==> src/rtl/shifter_spi_master_if.sv <==
// Request/response handshake between the execute stage and shifter_spi_master.
// The master modport is the processor side; the slave modport is the SPI master block.
interface shifter_spi_master_if #(
   parameter int DATA_WIDTH   = 8,
   parameter int OPCODE_WIDTH = 2
);
   localparam int SHAMT_W = $clog2(DATA_WIDTH);

   logic                    req_valid;
   logic                    req_ready;
   logic [OPCODE_WIDTH-1:0] op_code;
   logic [DATA_WIDTH-1:0]   operand;
   logic [SHAMT_W-1:0]      shift_amount;
   logic                    rsp_valid;
   logic                    rsp_ready;
   logic [DATA_WIDTH-1:0]   rsp_data;

   modport master (
      output req_valid, op_code, operand, shift_amount, rsp_ready,
      input  req_ready, rsp_valid, rsp_data
   );

   modport slave (
      input  req_valid, op_code, operand, shift_amount, rsp_ready,
      output req_ready, rsp_valid, rsp_data
   );
endinterface

==> src/rtl/shifter_spi_master.sv <==
// SPI master issuing one shift request to the barrel-shifter slave and returning its result.
// Optional WAIT timeout and o_timeout port: define SHIFTER_MASTER_TIMEOUT_EN.
module shifter_spi_master #(
   parameter int DATA_WIDTH     = 8,
   parameter int OPCODE_WIDTH   = 2,
   parameter int NSS_WIDTH      = 1,
   parameter int TARGET         = 0,
   parameter int TIMEOUT_CYCLES = 64
) (
   input  logic                 i_clock,
   input  logic                 i_reset,
   shifter_spi_master_if.slave  bus,
   output logic                 o_busy,
   output logic [NSS_WIDTH-1:0] o_nss,
   output logic                 o_mosi,
   input  logic                 i_miso
`ifdef SHIFTER_MASTER_TIMEOUT_EN
   ,
   output logic                 o_timeout
`endif
);
   localparam int SHAMT_W = $clog2(DATA_WIDTH);
   localparam int P       = OPCODE_WIDTH + DATA_WIDTH + SHAMT_W;
   localparam int CNT_W   = $clog2(P);
   localparam logic [CNT_W-1:0] TX_LAST = CNT_W'(P - 1);
   localparam logic [CNT_W-1:0] RX_LAST = CNT_W'(DATA_WIDTH - 1);

   typedef enum logic [2:0] {S_IDLE, S_START, S_TX, S_WAIT, S_RX, S_DONE} state_t;

   state_t                state, state_next;
   logic [P-1:0]          tx_sr;
   logic [DATA_WIDTH-2:0] rx_sr;
   logic [DATA_WIDTH-1:0] rsp_data;
   logic [CNT_W-1:0]      bit_cnt;
   logic                  tx_last, rx_last, timed_out;

   assign tx_last      = (bit_cnt == TX_LAST);
   assign rx_last      = (bit_cnt == RX_LAST);
   assign bus.rsp_data = rsp_data;

`ifdef SHIFTER_MASTER_TIMEOUT_EN
   localparam int WAIT_W = $clog2(TIMEOUT_CYCLES + 1);
   logic [WAIT_W-1:0] wait_cnt;
   logic              timeout_q;

   // Fires on the TIMEOUT_CYCLES-th WAIT cycle if the slave still has not answered.
   assign timed_out = (state == S_WAIT) && !i_miso &&
                      (wait_cnt == WAIT_W'(TIMEOUT_CYCLES - 1));
   assign o_timeout = timeout_q;

   always_ff @(posedge i_clock or negedge i_reset) begin
      if (!i_reset) begin
         wait_cnt  <= '0;
         timeout_q <= 1'b0;
      end else begin
         wait_cnt <= (state == S_WAIT) ? wait_cnt + WAIT_W'(1) : '0;
         if (timed_out)
            timeout_q <= 1'b1;
         else if (state == S_DONE && bus.rsp_ready)
            timeout_q <= 1'b0;
      end
   end
`else
   assign timed_out = 1'b0;
`endif

   // NOTE: sequential state uses non-blocking assignments so every flop samples pre-edge values.
   always_ff @(posedge i_clock or negedge i_reset) begin
      if (!i_reset)
         state <= S_IDLE;
      else
         state <= state_next;
   end

   // NOTE: every output and next-state gets a default first, so no path through the case infers a latch.
   always_comb begin
      state_next    = state;
      bus.req_ready = 1'b0;
      bus.rsp_valid = 1'b0;
      o_busy        = 1'b1;
      o_mosi        = 1'b0;
      o_nss         = '1;
      case (state)
         S_IDLE: begin
            bus.req_ready = 1'b1;
            o_busy        = 1'b0;
            if (bus.req_valid) state_next = S_START;
         end
         S_START: begin
            o_nss[TARGET] = 1'b0;
            o_mosi        = 1'b1;
            state_next    = S_TX;
         end
         S_TX: begin
            o_nss[TARGET] = 1'b0;
            o_mosi        = tx_sr[0];
            if (tx_last) state_next = S_WAIT;
         end
         S_WAIT: begin
            o_nss[TARGET] = 1'b0;
            if (i_miso)         state_next = S_RX;
            else if (timed_out) state_next = S_DONE;
         end
         S_RX: begin
            o_nss[TARGET] = 1'b0;
            if (rx_last) state_next = S_DONE;
         end
         S_DONE: begin
            bus.rsp_valid = 1'b1;
            if (bus.rsp_ready) state_next = S_IDLE;
         end
         default: state_next = S_IDLE;
      endcase
   end

   always_ff @(posedge i_clock or negedge i_reset) begin
      if (!i_reset) begin
         tx_sr    <= '0;
         rx_sr    <= '0;
         rsp_data <= '0;
         bit_cnt  <= '0;
      end else begin
         case (state)
            S_IDLE:
               if (bus.req_valid) tx_sr <= {bus.shift_amount, bus.operand, bus.op_code};
            S_TX: begin
               tx_sr   <= tx_sr >> 1;
               bit_cnt <= tx_last ? '0 : bit_cnt + CNT_W'(1);
            end
            S_WAIT:
               if (timed_out) rsp_data <= '0;
            S_RX: begin
               // Result arrives LSB first: shift in at the top, the final bit completes the word.
               rx_sr   <= {i_miso, rx_sr[DATA_WIDTH-2:1]};
               bit_cnt <= rx_last ? '0 : bit_cnt + CNT_W'(1);
               if (rx_last) rsp_data <= {i_miso, rx_sr};
            end
            default: ;
         endcase
      end
   end
endmodule
==> src/flat_wrapper.sv <==
// flat-port wrapper written by rule: the top's interface ports become plain ports
module shifter_spi_master_flat 
#(
   parameter int DATA_WIDTH     = 8,
   parameter int OPCODE_WIDTH   = 2,
   parameter int NSS_WIDTH      = 1,
   parameter int TARGET         = 0,
   parameter int TIMEOUT_CYCLES = 64
)
  (i_clock, i_reset, o_busy, o_nss, o_mosi, i_miso, bus_req_valid, bus_op_code, bus_operand, bus_shift_amount, bus_rsp_ready, bus_req_ready, bus_rsp_valid, bus_rsp_data);
  shifter_spi_master_if #(.DATA_WIDTH(DATA_WIDTH), .OPCODE_WIDTH(OPCODE_WIDTH)) bus_i ();
  input  logic i_clock;
  input  logic i_reset;
  output logic o_busy;
  output logic [NSS_WIDTH-1:0] o_nss;
  output logic o_mosi;
  input  logic i_miso;
  input wire logic [$bits(bus_i.req_valid)-1:0] bus_req_valid;
  input wire logic [$bits(bus_i.op_code)-1:0] bus_op_code;
  input wire logic [$bits(bus_i.operand)-1:0] bus_operand;
  input wire logic [$bits(bus_i.shift_amount)-1:0] bus_shift_amount;
  input wire logic [$bits(bus_i.rsp_ready)-1:0] bus_rsp_ready;
  output wire logic [$bits(bus_i.req_ready)-1:0] bus_req_ready;
  output wire logic [$bits(bus_i.rsp_valid)-1:0] bus_rsp_valid;
  output wire logic [$bits(bus_i.rsp_data)-1:0] bus_rsp_data;
  assign bus_i.req_valid = bus_req_valid;
  assign bus_i.op_code = bus_op_code;
  assign bus_i.operand = bus_operand;
  assign bus_i.shift_amount = bus_shift_amount;
  assign bus_i.rsp_ready = bus_rsp_ready;
  assign bus_req_ready = bus_i.req_ready;
  assign bus_rsp_valid = bus_i.rsp_valid;
  assign bus_rsp_data = bus_i.rsp_data;
  shifter_spi_master #(.DATA_WIDTH(DATA_WIDTH), .OPCODE_WIDTH(OPCODE_WIDTH), .NSS_WIDTH(NSS_WIDTH), .TARGET(TARGET), .TIMEOUT_CYCLES(TIMEOUT_CYCLES)) u_core (.i_clock(i_clock), .i_reset(i_reset), .bus(bus_i), .o_busy(o_busy), .o_nss(o_nss), .o_mosi(o_mosi), .i_miso(i_miso));
endmodule
==> config.mk <==
export PLATFORM = sky130hd
export DESIGN_NAME = shifter_spi_master_flat
export DESIGN_NICKNAME = d
export VERILOG_FILES = /design/src/rtl/shifter_spi_master_if.sv /design/src/rtl/shifter_spi_master.sv /design/src/flat_wrapper.sv
export SDC_FILE = /design/constraint.sdc
export NUM_CORES = 1
export LEC_CHECK = 0
export CAP_MARGIN = 20
export CORE_MARGIN = 1.5
export CORE_UTILIZATION = 40
export DETAILED_ROUTE_END_ITERATION = 7
export PLACE_DENSITY = 0.62
export SYNTH_ARGS = -nofsm -noshare
export SYNTH_HDL_FRONTEND = slang
export SYNTH_SLANG_ARGS = --single-unit
==> constraint.sdc <==
create_clock -name i_clock -period 3.65 [get_ports i_clock]
set_input_delay 0.9125 -clock i_clock [delete_from_list [all_inputs] [get_ports i_clock]]
set_output_delay 0.9125 -clock i_clock [all_outputs]
set_load 0.05 [all_outputs]
run_1/pdn.png
Pins as bars on the die edge. Tap cells in grey.
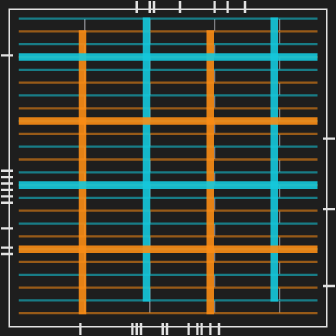
Key: cyan = VDD; orange = VSS
4 straps on met4. The core has 23 rows.
core area: 3970 um^2
Die H: 67.1 um
VDD IR max: 0.391 mV
die width: 67.1 um

run_1/cell_classes.png
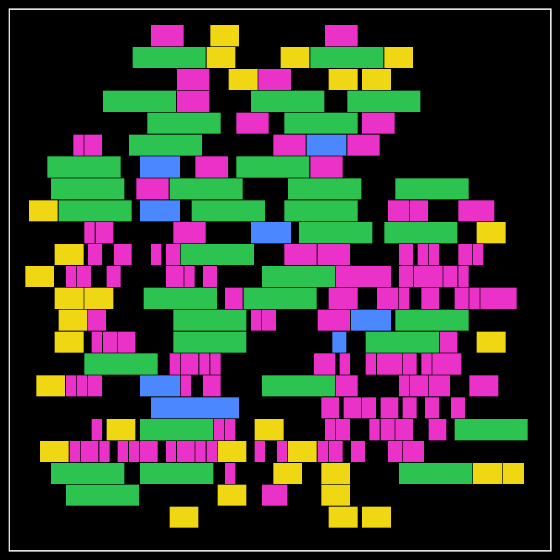
Key: magenta = all other logic [cells 114, share of their area 36%]; blue = clock drivers and dummy loads [cells 8, share of their area 5.8%]; green = flip-flops [cells 35, share of their area 43%]; yellow = other buffers and delay cells [cells 31, share of their area 15%]
flop share of the area: 42.0%
number of cell rows: 23

==> results.toml, run 1 <==
# implementation run metrics
[clock_tree]
clock-sinks = 35
numCtsBuffers = 5
cts_resized = 0
postCtsSetupBuffers = 0

[sta]
period_used_pct = 85.5
setup_viol = 0
hold_viol = 0
period_needed_ns = 3.12
setup_ws_ns = 0.530
timing.slew.headroom_pct = 61.6
fmax_mhz = 321
setup_tns_ns = 0

[worst_setup_path]
cp_max_fo = 18
cp.required_ns = 2.74
cp-end-kind = "output port"
path_class = "reg2out"
startpoint_type = "flip-flop"
r2r_slack_ns = 1.77
slowest_stage = "clkdlybuf4s50_1"

[grt]
grt_pass1_vias = 1169
grt_max_degree = 36
overflow = 0

[place]
numPortBuffers = 30
place_area_um2 = 1970
gp_congestion = 0.829

[final_layout]
drive_above_1_share_pct = 15.4
final_nets = 207
fill_cells = 358
final_area_um2 = 2080

[route]
routed_wirelength_mm = 3.23
ant_nets = 0
vias_per_cell = 5.28
num_vias = 1257
firstDrtPassIters = 4
drtIter0Drc = 106
avgRoutedWirePerCell_um = 13.6

[yosys]
synth_top_area_share_pct = 53.3
ys_cells = 157
syn-num-nets = 177
ys_warn_count = 0
syn_inst = 157
synth_cell_types = 33
postSynthAreaPerCell_um2 = 10.5
yosys_area_um2 = 1640
syn-cell-area_um2 = 1640
ys_seq_share_pct = 53.3
topCellsByArea = "dfrtp_1, mux2_2, nand2_1"

[hold_path]
worstHoldPathType = "reg2reg"

[flow_run]
cap_violations = 0
warnings = 27

[floorplan]
fp_util_pct = 41.4
dieArea_um2 = 4500
io_pins = 31

[run_status]
status = "complete, no violations"

[pwr]
p_total_mw = 1.85
p_leak_nw = 0.913
run_1/clock_map.png
Scale bar: 20 um.
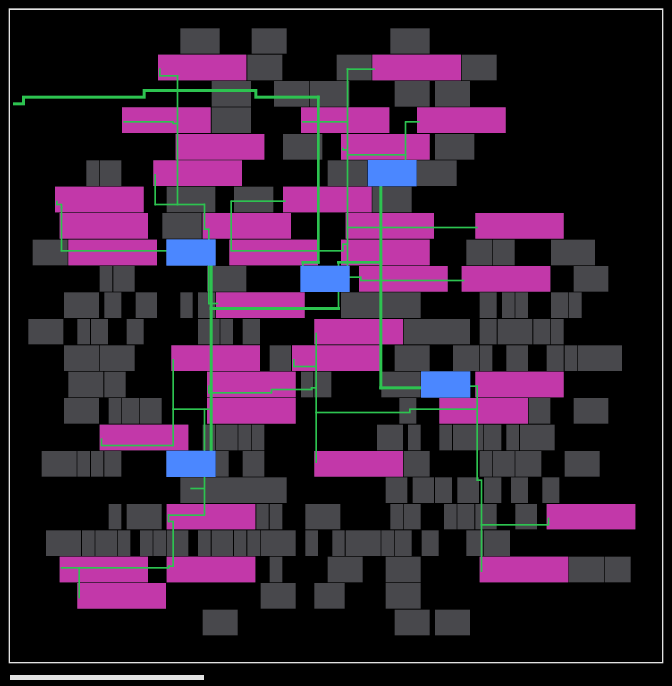
Key: green = clock wires [length 418 um]; magenta = flip-flops [count 35]; blue = cells driving clock nets [count 5]
Position of the flops: widely spread. There are 6 routed clock nets.
Clock Skews: 0.00534 ns
Clk power: 0.354 mW
Clk pwr share: 19.1%

run 1: worst max-delay path, delay by kind of cell (launching register included):
| family | cells | cell delay [ns] |
|---|---|---|
| buf+inv | 2 | 0.87 |
| simple gates | 1 | 0.47 |
| flops | 1 | 0.57 |
run 1: registers in the layout (all words and copies together), names as in the netlist:
name / flops
u_core.state: 3
u_core.bit_cnt: 4
u_core.rx_sr: 7
u_core.tx_sr: 13
u_core.bus.rsp_data: 8
run 1: where the power goes:
| part | internal (mW) | switching, mW | leakage (nW) |
|---|---|---|---|
| logic | 0.329 | 0.479 | 0.420 |
| registers | 0.537 | 0.150 | 0.432 |
| clock network | 0.221 | 0.133 | 0.0612 |
| total | 1.09 | 0.763 | 0.913 |
run 1: layout by cell type (no fill, tap or decap), types with 2 or more instances in the layout:
cell type	synthesis	layout
nor3b_1	2	2
clkbuf_8	0	6
nor2_1	16	16
a31oi_1	5	5
mux2i_1	2	2
dfrtp_1	35	35
nand2_1	18	18
nor3_1	7	7
a21oi_1	6	6
nand2b_1	4	4
clkdlybuf4s50_1	0	30
o21ai_0	6	6
ha_1	2	2
nand3_1	4	4
mux2_2	15	15
o22ai_1	8	8
inv_1	4	4
run 1: through the flow:
step	utilization, %	hold WS, ns
after global routing	52.5	0.521
after CTS	52.5	0.506
after global placement	49.5	0.487
after floorplan	-	0.467
after detailed placement	49.5	0.492
final	52.5	0.506
run 1: final cells by class:
type | count | area [um^2] | area share [%]
clock inverters | 2 | 35.0 | 1.68
well taps | 50 | 62.6 | 3.00
multi-input cells | 109 | 701 | 33.6
flip-flops and latches | 35 | 876 | 42.0
repair buffers | 31 | 308 | 14.8
clock buffers | 6 | 82.6 | 3.96
inverters | 5 | 18.8 | 0.901
run 1: path summary, 6_finish.rpt:
kind	start	to	depth (start not counted)
setup / recovery	u_core.state[0]	bus_req_ready	3
hold / removal	u_core.rx_sr[0]	u_core.bus.rsp_data[0]	1
setup reg to reg	u_core.state[1]	u_core.tx_sr[5]	4
hold reg to reg	u_core.rx_sr[0]	u_core.bus.rsp_data[0]	1
max in group asynchronous	i_reset	u_core.tx_sr[11]	2
min in group asynchronous	i_reset	u_core.bit_cnt[2]	2
run 1: kinds of logic after synthesis:
| logic type | after synthesis | share of synthesized area (%) |
|---|---|---|
| and+or+nand+nor | 60 | 18.5 |
| DFF | 35 | 53.3 |
| AOI/OAI and AO/OA | 30 | 11.1 |
| muxes | 17 | 11.5 |
| buffers and inverters | 13 | 4.11 |
| adders and majority gates | 2 | 1.52 |
run 1: metal layers:
metal	share of wire, %	up-vias	global-route usage [%]
met4	1.9	0	7.65
met3	4.3	8	4.22
met1	43	608	20.4
li1	-	611	-
met5	0	-	0
met2	51	30	26.5
run_1/final_congestion.png
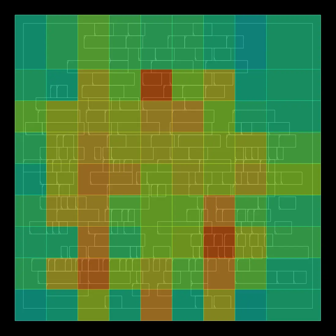

==> inputs of run 2 (changes only) <==
CTS_BUF_LIST = sky130_fd_sc_hd__clkbuf_2   (was unset)
clock period = 3.6 ns   (was 3.65 ns; I/O delays follow)
run_2/final_congestion.png
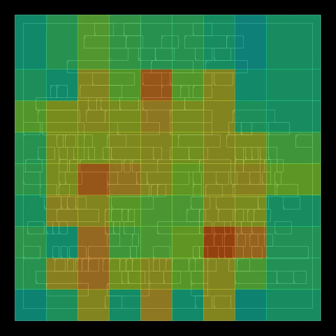
Finished Core Util: 50.6%
gr usage total: 16.2%
GRT busiest layer: met2

run_2/clock_map.png
Scale bar: 20 um.
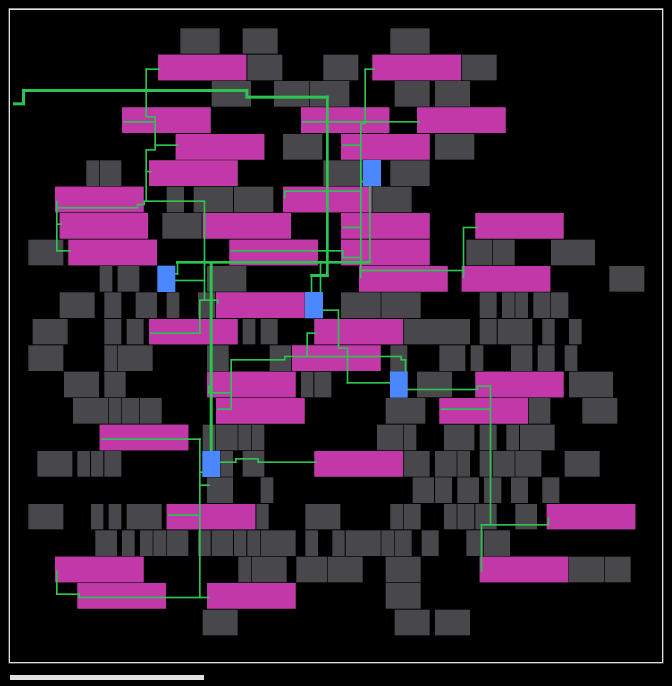
Key: blue = cells driving clock nets [count 5]; green = clock wires [length 415 um]; magenta = flip-flops [count 35]
There are 6 routed clock nets.
Clock Skews: 0.0141 ns
Clk pwr share: 10.6%
clock latency on the worst-skew pair: 0.37 ns

run_2/pdn.png
Pins as bars on the die edge. Tap cells in grey.
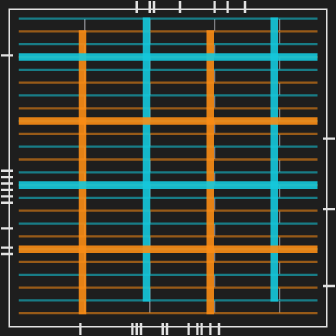
Key: orange = VSS; cyan = VDD
4 straps on met4. 50 tap cells. 31 signal pins sit on the boundary. The core has 23 rows. 24 met1 rails follow the rows.
VDD IR max: 0.320 mV

==> run 2 against run 1 <==
Net effect:
- die area did not move
- final area fell by 3.6%
- register-to-register slack got worse by 0.03 ns
- synthesized cell count did not move
- wire length fell by 1.3%
- sequential share of layout area rose by 1.6 points
==> results.toml, run 2 <==
# implementation run metrics
[clock_tree]
cts_resized = 0
numCtsBuffers = 5
clock-sinks = 35

[place]
place_area_um2 = 1970

[sta]
period_used_pct = 89.6
setup_viol = 0
timing.slew.headroom_pct = 61.1
setup_tns_ns = 0
setup_ws_ns = 0.373

[final_layout]
final_area_um2 = 2010
lay_top_cells = "dfrtp_1, clkdlybuf4s50_1, nand2_1, nor2_1, mux2_2"
largest-register = "u_core.tx_sr"
fill_cells = 381
largest_register_ffs = 13
drive_above_1_share_pct = 15.4
final_nets = 207

[floorplan]
std_cell_rows = 23
dieArea_um2 = 4500

[worst_setup_path]
cp_max_fo = 18
cp.required_ns = 2.70
startpoint_type = "flip-flop"
r2r_start = "u_core.state[1]"
r2r_cells = 4
cp_num_buf_inv = 2
slowest_stage = "clkdlybuf4s50_1"

[yosys]
postSynthAreaPerCell_um2 = 10.5
yosys_area_um2 = 1640
synth_cell_types = 33
synth_top_area_share_pct = 53.3
ys_seq_share_pct = 53.3
ys_cells = 157
syn-num-nets = 177

[run_status]
status = "complete, no violations"

[route]
routed_wirelength_mm = 3.19
drtIter0Drc = 124
avgRoutedWirePerCell_um = 13.4
firstDrtPassIters = 4

[flow_run]
warnings = 27
cap_violations = 0

[hold_path]
hold_start = "u_core.bus.rsp_data[3]"
worstHoldPathType = "reg2reg"

[grt]
overflow = 0
run 2: how the worst max path moves through the flow:
stage                               start       endpoint  slack (ns)
final                     u_core.state[0]  bus_req_ready        0.37
after global routing      u_core.state[0]  bus_req_ready        0.25
after CTS                 u_core.state[0]  bus_req_ready        0.35
after detailed placement  u_core.state[0]  bus_req_ready        0.80
after global placement    u_core.state[0]  bus_req_ready        0.84
after floorplan           u_core.state[0]         o_mosi        1.10
run 2: metal layers:
layer  routed length (um)  global-route usage (%)  share of wire [%]
met5                    0                       0                  0
met4                   39                    6.89                1.2
met1                 1440                    20.8                 45
met2                 1590                    26.4                 50
met3                  121                    3.55                3.8
run 2: cell type report:
cell class                      count  area (um^2)  area share [%]
Clock buffer                        6         30.0            1.50
Clock inverter                      2         12.5           0.623
Inverter                            5         18.8           0.935
Multi-Input combinational cell    109          701            34.9
Sequential cell                    35          876            43.6
Tap cell                           50         62.6            3.12
Timing Repair Buffer               31          308            15.3
run 2: power breakdown:
part	internal [mW]	switching (mW)	leakage, nW
registers	0.542	0.153	0.432
logic	0.334	0.484	0.420
clock network	0.0496	0.129	0.0290
total	0.926	0.765	0.881
run 2: metrics by stage:
stage	power (mW)	hold WS [ns]
3_5_place_dp	1.53	0.492
4_1_cts	1.71	0.531
2_1_floorplan	1.32	0.467
6_report	1.69	0.528
5_1_grt	1.83	0.546
3_3_place_gp	1.50	0.487
run 2: cell families after synthesis:
logic type	count (synthesis)	share of synthesized area (%)
mux	17	11.5
flops	35	53.3
buf+inv	13	4.11
simple gates	60	18.5
fa+ha+maj	2	1.52
compound gates	30	11.1
Power is estimated from default activity; no workload was simulated.
